### Wire density map, run 1

Scale bar: 20 um. The die is cut into 21 by 21 equal tiles; dark purple is low, yellow is high, scaled to the fullest tile. Values are wire area over tile area, all layers added.
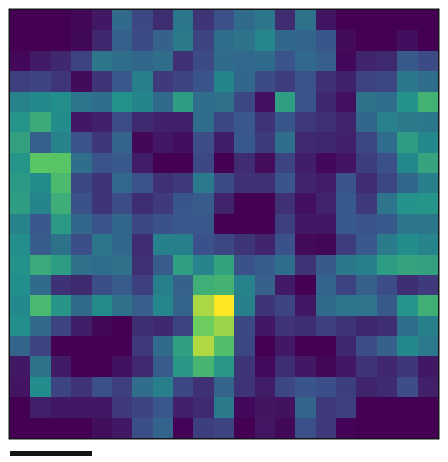
### Cell placement, run 1

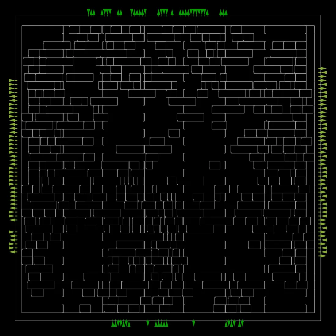
### Clock distribution, run 1

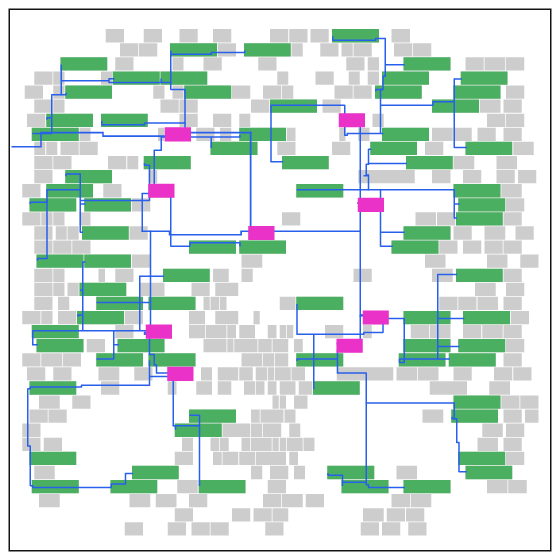
===== src/rtl/heapsort_sort_driver_pkg.sv =====
// Shared definitions for the heapsort sort driver and the priority queue it commands.
package heapsort_sort_driver_pkg;

  localparam int DATA_W = 32;
  localparam int CMD_W  = 34;
  localparam int STAT_W = 36;

  // Command word opcodes, carried in cmd[CMD_OP_HI:CMD_OP_LO].
  localparam logic [1:0] OP_NOP  = 2'b00;
  localparam logic [1:0] OP_PUSH = 2'b01;
  localparam logic [1:0] OP_POP  = 2'b10;

  // Queue state code meaning "idle, will accept a command".
  localparam logic [2:0] QS_READY = 3'b110;

  // Command field offsets.
  localparam int CMD_OP_HI  = 33;
  localparam int CMD_OP_LO  = 32;
  localparam int CMD_ARG_HI = 31;
  localparam int CMD_ARG_LO = 0;

  // Status field offsets.
  localparam int ST_STATE_HI = 35;
  localparam int ST_STATE_LO = 33;
  localparam int ST_TOP_VLD  = 32;
  localparam int ST_TOP_HI   = 31;
  localparam int ST_TOP_LO   = 0;

  typedef enum logic [2:0] {
    S_IDLE      = 3'd0,
    S_LOAD      = 3'd1,
    S_WAIT_PUSH = 3'd2,
    S_LATCH     = 3'd3,
    S_PRESENT   = 3'd4,
    S_WAIT_POP  = 3'd5
  } state_t;

  function automatic logic [CMD_W-1:0] mk_cmd(input logic [1:0] op, input logic [DATA_W-1:0] arg);
    return {op, arg};
  endfunction

endpackage


===== src/rtl/heapsort_sort_driver_if.sv =====
// Stream, queue command/status and flag signals of the sort driver.
interface heapsort_sort_driver_if;
  import heapsort_sort_driver_pkg::*;

  logic              in_valid;
  logic              in_ready;
  logic [DATA_W-1:0] in_data;
  logic              in_last;
  logic              out_valid;
  logic              out_ready;
  logic [DATA_W-1:0] out_data;
  logic              out_last;
  logic [CMD_W-1:0]  cmd_o;
  logic [STAT_W-1:0] status_i;
  logic              busy;
  logic              ovf;

  // The driver itself.
  modport master (
    input  in_valid, in_data, in_last, out_ready, status_i,
    output in_ready, out_valid, out_data, out_last, cmd_o, busy, ovf
  );

  // Stream source/sink and the attached queue.
  modport slave (
    output in_valid, in_data, in_last, out_ready, status_i,
    input  in_ready, out_valid, out_data, out_last, cmd_o, busy, ovf
  );

endinterface


===== src/rtl/heapsort_sort_driver.sv =====
// Sort driver: pushes a batch of words into the priority queue, then pops it back
// out minimum-first onto the output stream.
module heapsort_sort_driver
  import heapsort_sort_driver_pkg::*;
#(
  parameter int DEPTH = 5,
  parameter int CW    = 3
) (
  input  logic                   system1000,
  input  logic                   system1000_rstn,
  heapsort_sort_driver_if.master bus
);

  state_t            state_q, state_d;
  logic [CW-1:0]     count_q, count_d;
  logic [CMD_W-1:0]  cmd_q, cmd_d;
  logic              gap_q, gap_d;      // set on the cycle after a command: status is still stale
  logic              out_valid_q, out_valid_d;
  logic [DATA_W-1:0] out_data_q, out_data_d;
  logic              out_last_q, out_last_d;
  logic              ovf_q, ovf_d;

  logic qs_ready;
  logic top_valid;
  logic in_ready;
  logic accept;

  assign qs_ready  = (bus.status_i[ST_STATE_HI:ST_STATE_LO] == QS_READY);
  assign top_valid = bus.status_i[ST_TOP_VLD];
  assign in_ready  = (state_q == S_LOAD) && qs_ready && (count_q < CW'(DEPTH));
  assign accept    = bus.in_valid && in_ready;

  assign bus.in_ready  = in_ready;
  assign bus.out_valid = out_valid_q;
  assign bus.out_data  = out_data_q;
  assign bus.out_last  = out_last_q;
  assign bus.cmd_o     = cmd_q;
  assign bus.busy      = (state_q != S_IDLE);
  assign bus.ovf       = ovf_q;

  // State and output registers; reset abandons any batch in flight.
  always_ff @(posedge system1000 or negedge system1000_rstn) begin
    if (!system1000_rstn) begin
      state_q     <= S_IDLE;
      count_q     <= '0;
      cmd_q       <= mk_cmd(OP_NOP, '0);
      gap_q       <= 1'b0;
      out_valid_q <= 1'b0;
      out_data_q  <= '0;
      out_last_q  <= 1'b0;
      ovf_q       <= 1'b0;
    end else begin
      state_q     <= state_d;
      count_q     <= count_d;
      cmd_q       <= cmd_d;
      gap_q       <= gap_d;
      out_valid_q <= out_valid_d;
      out_data_q  <= out_data_d;
      out_last_q  <= out_last_d;
      ovf_q       <= ovf_d;
    end
  end

  // Next-state logic; a command is a one-cycle pulse, so cmd_d defaults to NOP.
  always_comb begin
    state_d     = state_q;
    count_d     = count_q;
    cmd_d       = mk_cmd(OP_NOP, '0);
    gap_d       = gap_q;
    out_valid_d = out_valid_q;
    out_data_d  = out_data_q;
    out_last_d  = out_last_q;
    ovf_d       = ovf_q;

    case (state_q)
      S_IDLE: begin
        if (qs_ready) state_d = S_LOAD;
      end

      S_LOAD: begin
        if (accept) begin
          cmd_d   = mk_cmd(OP_PUSH, bus.in_data);
          count_d = count_q + CW'(1);
          gap_d   = 1'b1;
          if (count_q == '0) ovf_d = 1'b0;
          if (bus.in_last) begin
            state_d = S_LATCH;
          end else if ((count_q + CW'(1)) == CW'(DEPTH)) begin
            // Queue full before in_last: close the batch here, keep the rest for later.
            ovf_d   = 1'b1;
            state_d = S_LATCH;
          end else begin
            state_d = S_WAIT_PUSH;
          end
        end
      end

      S_WAIT_PUSH: begin
        if (gap_q)         gap_d   = 1'b0;
        else if (qs_ready) state_d = S_LOAD;
      end

      S_LATCH: begin
        // A missing top with count>0 is a queue fault: we simply stay here.
        if (gap_q) begin
          gap_d = 1'b0;
        end else if (qs_ready && top_valid) begin
          out_data_d  = bus.status_i[ST_TOP_HI:ST_TOP_LO];
          out_valid_d = 1'b1;
          out_last_d  = (count_q == CW'(1));
          state_d     = S_PRESENT;
        end
      end

      S_PRESENT: begin
        if (bus.out_ready) begin
          out_valid_d = 1'b0;
          cmd_d       = mk_cmd(OP_POP, '0);
          count_d     = count_q - CW'(1);
          gap_d       = 1'b1;
          state_d     = S_WAIT_POP;
        end
      end

      S_WAIT_POP: begin
        if (gap_q) begin
          gap_d = 1'b0;
        end else if (qs_ready) begin
          state_d = (count_q != '0) ? S_LATCH : S_IDLE;
        end
      end

      default: state_d = S_IDLE;
    endcase
  end

endmodule


===== src/flat_wrapper.sv =====
// flat-port wrapper written by rule: the top's interface ports become plain ports
module heapsort_sort_driver_flat import heapsort_sort_driver_pkg::*;
#(
  parameter int DEPTH = 5,
  parameter int CW    = 3
)
  (system1000, system1000_rstn, bus_in_valid, bus_in_data, bus_in_last, bus_out_ready, bus_status_i, bus_in_ready, bus_out_valid, bus_out_data, bus_out_last, bus_cmd_o, bus_busy, bus_ovf);
  heapsort_sort_driver_if bus_i ();
  input  logic system1000;
  input  logic system1000_rstn;
  input wire logic [$bits(bus_i.in_valid)-1:0] bus_in_valid;
  input wire logic [$bits(bus_i.in_data)-1:0] bus_in_data;
  input wire logic [$bits(bus_i.in_last)-1:0] bus_in_last;
  input wire logic [$bits(bus_i.out_ready)-1:0] bus_out_ready;
  input wire logic [$bits(bus_i.status_i)-1:0] bus_status_i;
  output wire logic [$bits(bus_i.in_ready)-1:0] bus_in_ready;
  output wire logic [$bits(bus_i.out_valid)-1:0] bus_out_valid;
  output wire logic [$bits(bus_i.out_data)-1:0] bus_out_data;
  output wire logic [$bits(bus_i.out_last)-1:0] bus_out_last;
  output wire logic [$bits(bus_i.cmd_o)-1:0] bus_cmd_o;
  output wire logic [$bits(bus_i.busy)-1:0] bus_busy;
  output wire logic [$bits(bus_i.ovf)-1:0] bus_ovf;
  assign bus_i.in_valid = bus_in_valid;
  assign bus_i.in_data = bus_in_data;
  assign bus_i.in_last = bus_in_last;
  assign bus_i.out_ready = bus_out_ready;
  assign bus_i.status_i = bus_status_i;
  assign bus_in_ready = bus_i.in_ready;
  assign bus_out_valid = bus_i.out_valid;
  assign bus_out_data = bus_i.out_data;
  assign bus_out_last = bus_i.out_last;
  assign bus_cmd_o = bus_i.cmd_o;
  assign bus_busy = bus_i.busy;
  assign bus_ovf = bus_i.ovf;
  heapsort_sort_driver #(.DEPTH(DEPTH), .CW(CW)) u_core (.system1000(system1000), .system1000_rstn(system1000_rstn), .bus(bus_i));
endmodule

===== config.mk =====
export PLATFORM = sky130hd
export DESIGN_NAME = heapsort_sort_driver_flat
export DESIGN_NICKNAME = d
export VERILOG_FILES = /design/src/rtl/heapsort_sort_driver_pkg.sv /design/src/rtl/heapsort_sort_driver_if.sv /design/src/rtl/heapsort_sort_driver.sv /design/src/flat_wrapper.sv
export SDC_FILE = /design/constraint.sdc
export NUM_CORES = 1
export LEC_CHECK = 0
export CAP_MARGIN = 20
export CORE_MARGIN = 2
export CORE_UTILIZATION = 30
export CTS_CLUSTER_SIZE = 28
export DETAILED_ROUTE_END_ITERATION = 10
export GPL_TIMING_DRIVEN = 0
export PLACE_DENSITY = 0.69
export SLEW_MARGIN = 20
export SYNTH_ARGS = -nofsm -noshare
export SYNTH_HDL_FRONTEND = slang
export SYNTH_SLANG_ARGS = --single-unit

===== constraint.sdc =====
create_clock -name system1000 -period 4.6 [get_ports system1000]
set_clock_uncertainty 0.15 [all_clocks]
set_input_delay 0.69 -clock system1000 [delete_from_list [all_inputs] [get_ports system1000]]
set_output_delay 0.69 -clock system1000 [all_outputs]
set_load 0.1 [all_outputs]

==> flow_summary.toml, run 1 <==
# yosys + openroad results
[logic_synthesis]
flop_cell = "dfrtp_1"
synth.logic.top_family = "multiplexers"
simple_gate_share_pct = 12.2
edf_count = 0
fa_ha_area_share_pct = 1.66
async_flop_share_pct = 100
postSynthCellCount = 215
synth_area_um2 = 3020
ys_area_um2 = 3020
syn_avg_cell_area_um2 = 14.0

[critical_path]
cp.arrival_ns = 2.91
crit_path_top_delay_cell = "clkdlybuf4s50_1"
critPathLaunchType = "primary input"
setup.worst_path.start = "bus_status_i[35]"
r2r-end = "u_core.bus.cmd_o[4]"
critPathCaptureType = "output pin"
ff2ff_path_depth = 5
cp_cell_sequence = "clkdlybuf4s50_1 > and3b_1 > buf_6 > nand2_4 > nor4b_2 > clkdlybuf4s50_1"
crit_buf_inv = 3
cpPeakStageDelay_ns = 1.17
cp_max_fo = 8

[clocking]
cts_tree = "done"
cts_sinks = 76
ctsResizeCount = 0
htree_num_levels = 3
path_clk_slew_ns = 0.07
cts_hold_buf = 0

[routing]
wire_per_inst_um = 13.2
vias = 2185
route.met2.wl_mm = 3.14
drt-pass1-iter-count = 4
m1WireLength_mm = 2.86
drt-initial-drc-count = 127

[power_and_ir_drop]
p_leak_nw = 2.22
worst_ir_drop_vdd_mv = 0.167

[grt]
grt_max_degree = 42
grt_pass1_vias = 2362
met1_usage_pct = 16.0
grt-busiest-layer = "met2"

[status]
status = "finished clean"

[final_layout]
largest_class = "sequential cells"
nonClkBufAreaFrac_pct = 31.5
flops = 76
n_clock_buffer = 11
comb_share_pct = 21.0
layout_top_cell = "clkdlybuf4s50_1"
lay_top_cells = "clkdlybuf4s50_1 (142), dfrtp_1 (76), and2_1 (33), mux2_2 (33), clkbuf_8 (10)"
logic_gate_count = 122
final_core_util_pct = 49.7

[timing]
setup_slack_ns = 0.848
slew_viol_final = 0
worstMarginPinSlew_ns = 1.01
min_period_ns = 3.75
finalHoldViolCount = 0

[floorplanning]
die_area_um2 = 10900
die_x_um = 104
rows = 36

[placement]
place_ws_ns = 0.825
gp_congestion = 0.721
hpwlAfterDp_mm = 5.04

[min_path]
min_path_type = "primary input to async pin"

[job]
maxCapViolCount = 0
## Picture notes: 'Wire density map'
tiles over half the peak: 10%
nearly empty tiles: 12%
mean over tiles: 0.10
fullest tile: 0.41

## Picture notes: 'Cell placement'
Core ar.: 9770 um^2
sequential cell area share: 39.2%
Filler Cell Count: 903
n_taps: 133

## Picture notes: 'Clock distribution'
[clock wires] blue | length: 983 um
[clock drivers] magenta | count: 9
[flip-flops] green | count: 76
flops lie: spread over the die
routed clock nets: 10

[run 1: kinds of logic (layout without fill, tap and decap cells)]
group,Yosys count,in the layout
AND-OR/OR-AND,21,21
XOR/XNOR,4,4
adder cells (fa/ha/maj),4,4
buffers and inverters,17,177
flip-flops,76,76
multiplexers,36,36
AND/OR/NAND/NOR,57,57
[run 1: cells in the mapped netlist, drive strengths merged (2+ instances only)]
master,instances,area share [%]
dfrtp,76,63
mux2,35,13
and2,33,6.8
buf,8,2.2
inv,6,0.75
o21ai,5,0.83
ha,4,1.7
nand2b,4,0.83
nor2b,4,0.83
clkbuf,3,0.37
nand2,3,0.62
xnor2,3,0.87
a211oi,2,0.66
a21boi,2,0.50
a21oi,2,0.33
nand3,2,0.33
nor2,2,0.25
nor3,2,0.71
nor3b,2,0.50
[run 1: metrics by stage]
stage,power (mW),hold WS [ns],instances
2_1_floorplan,1.22,0.244,215
3_3_place_gp,1.41,0.321,491
3_5_place_dp,1.42,0.338,492
4_1_cts,1.98,0.184,508
5_1_grt,2.06,0.209,508
6_report,1.95,0.186,508
[run 1: worst reg2reg max path, stage by stage, from the launching register on]
cell	delay (ns)
dfrtp_1	0.43
o21ai_0	0.46
and4_1	0.26
buf_2	0.21
clkbuf_1	0.28
and2_1	0.18
[run 1: report_power, final]
group | internal [mW] | total, mW | leakage, nW | switching [mW]
registers | 0.721 | 0.761 | 1.04 | 0.0399
logic | 0.220 | 0.640 | 1.06 | 0.419
clock network | 0.318 | 0.551 | 0.113 | 0.233
total | 1.26 | 1.95 | 2.22 | 0.692
==> inputs of run 2 (changes only) <==
==> constraint.sdc (replaced) <==
create_clock -name system1000 -period 3.5 [get_ports system1000]
set_clock_uncertainty 0.15 [all_clocks]
set_input_delay 0.525 -clock system1000 [delete_from_list [all_inputs] [get_ports system1000]]
set_output_delay 0.525 -clock system1000 [all_outputs]
set_load 0.1 [all_outputs]
### Sizing map, run 2

Scale bar: 20 um.
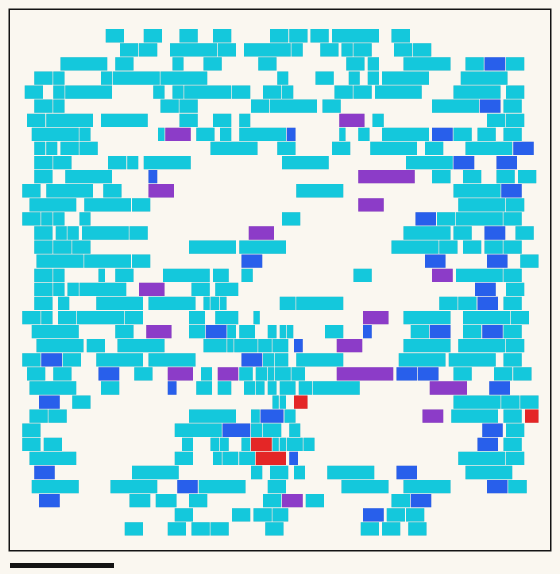
[_0 and _1 cells] cyan | cells: 313 | share: 83%
[_6 and larger] purple | cells: 17 | share: 4.5%
[_3 and _4 cells] red | cells: 4 | share: 1.1%
[_2 cells] blue | cells: 41 | share: 11%

==> flow_summary.toml, run 2 <==
# yosys + openroad results
[logic_synthesis]
async_flop_share_pct = 100
synthTopCellsByArea = "dfrtp_1 (63%), mux2_2 (12%), and2_1 (6.8%)"
edf_count = 0
most_common_cell = "dfrtp_1"
postSynthCellCount = 215
yosys.area.top_type = "dfrtp_1"
ys_top_cells_by_count = "dfrtp_1 (76), and2_1 (33), mux2_2 (33)"
flop_cell = "dfrtp_1"
syn_avg_cell_area_um2 = 14.0
synth_area_um2 = 3020
ys_area_um2 = 3020
top_area_share_pct = 63.1

[power_and_ir_drop]
worst_ir_drop_vdd_mv = 0.220
finalPower_mw = 2.56
seq_power_share_pct = 39.0
p_sw_mw = 0.910
netSwitchingFraction_pct = 35.5
p_clk_share_pct = 28.2
p_leak_nw = 2.22
combPwrFrac_pct = 32.8
intPower_mw = 1.65

[timing]
finalHoldViolCount = 0
setup_viol = 0
worst_hold_slack_ns = 0.0211
worstMarginPinSlew_ns = 1.01
fmax_mhz = 292
slew_viol_final = 0
setup_slack_ns = 0.0781
min_period_ns = 3.42

[grt]
grt_pass1_vias = 2362
grt_max_degree = 42

[routing]
wire_per_inst_um = 13.2
viasPerCell = 4.30
drt-initial-drc-count = 127
route.detailed.drc = 0
drt-pass1-iter-count = 4
vias = 2185

[job]
warning_count = 29
maxCapViolCount = 0

[placement]
place_ws_ns = 0.0553
hpwlAfterDp_mm = 5.04
gp_congestion = 0.721

[final_layout]
n_clock_buffer = 11
lay_top_cells = "clkdlybuf4s50_1 (142), dfrtp_1 (76), and2_1 (33), mux2_2 (33), clkbuf_8 (10)"
comb_share_pct = 21.0
fillers = 903
largest_class = "sequential cells"
flops = 76
layout_top_cell = "clkdlybuf4s50_1"
seq_share_pct = 39.2
logic_gate_count = 122
inv_count = 6

[critical_path]
critical_path.top_delay_family = "buffers and inverters"
crit_buf_inv = 3
required_ns = 2.82
crit_path_top_delay_cell = "clkdlybuf4s50_1"
critPathCaptureType = "output pin"
critPathLaunchType = "primary input"
cp_cell_sequence = "clkdlybuf4s50_1 > and3b_1 > buf_6 > nand2_4 > nor4b_2 > clkdlybuf4s50_1"
setup.worst_path.start = "bus_status_i[35]"
cp.arrival_ns = 2.75
cp_max_fo = 8
cpPeakStageDelay_ns = 1.17

[clocking]
clock-root-buffer = "clkbuf_8"
ctsResizeCount = 0
cts_hold_buf = 0
cts_tree = "done"
htree_num_levels = 3
insertion_delay_ns = 0.33
cts_sinks = 76
path_clk_slew_ns = 0.07

[floorplanning]
die_area_um2 = 10900
die_x_um = 104
coreArea_um2 = 9770
tapCellCount = 133

[status]
status = "finished clean"

[min_path]
min_path_type = "primary input to async pin"
### Wire density map, run 2

Scale bar: 20 um. The die is cut into 21 by 21 equal tiles; dark purple is low, yellow is high, scaled to the fullest tile. Values are wire area over tile area, all layers added.
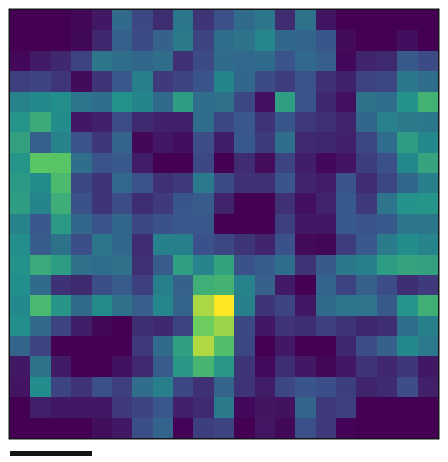
mean over tiles: 0.10
fullest tile: 0.41
nearly empty tiles: 12%
tiles over half the peak: 10%
densest ninth of the die: middle left

[run 2: cell counts in the layout (fill, tap and decap cells not counted)]
No cell type changed its count.
[run 2: through the flow]
step,cells,utilization (%)
floorplan,215,-
global placement,491,47.3
detailed placement,492,47.4
CTS,508,49.7
global route,508,49.7
finish,508,49.7
[run 2: path summary, 6_finish.rpt]
kind                                                 to  slack (ns)  depth (start not counted)
worst max-delay path                       bus_in_ready        0.08                          6
worst min register to register  u_core.bus.out_data[29]        0.35                          1
min in group system1000         u_core.bus.out_data[29]        0.35                          1
max in group asynchronous          u_core.bus.cmd_o[27]        2.60                          2
worst min-delay path            u_core.bus.out_data[14]        0.02                          1
worst max register to register      u_core.bus.cmd_o[4]        1.46                          5
[run 2: cell families (layout without fill, tap and decap cells)]
group / count (synthesis) / count (layout) / synth area share, %
XOR/XNOR: 4 / 4 / 1.16
buffers and inverters: 17 / 177 / 3.36
AND-OR/OR-AND: 21 / 21 / 5.15
adder cells (fa/ha/maj): 4 / 4 / 1.66
AND/OR/NAND/NOR: 57 / 57 / 12.2
flip-flops: 76 / 76 / 63.1
multiplexers: 36 / 36 / 13.4
[run 2: power groups by stage]
stage,logic [mW],registers [mW],clock network [mW]
6_report,0.841,1.00,0.724
5_1_grt,0.895,1.01,0.798
4_1_cts,0.848,1.00,0.760
3_5_place_dp,0.845,1.02,0
3_3_place_gp,0.835,1.01,0
2_1_floorplan,0.295,1.31,0
[run 2: layer usage]
layer | global-route usage, % | part of all wire (%)
met5 | 0 | 0
met4 | 4.92 | 1.2
met3 | 5.45 | 9.6
met2 | 21.0 | 47
met1 | 16.0 | 42
No activity file was given, so power comes from the tool's default toggle rates.
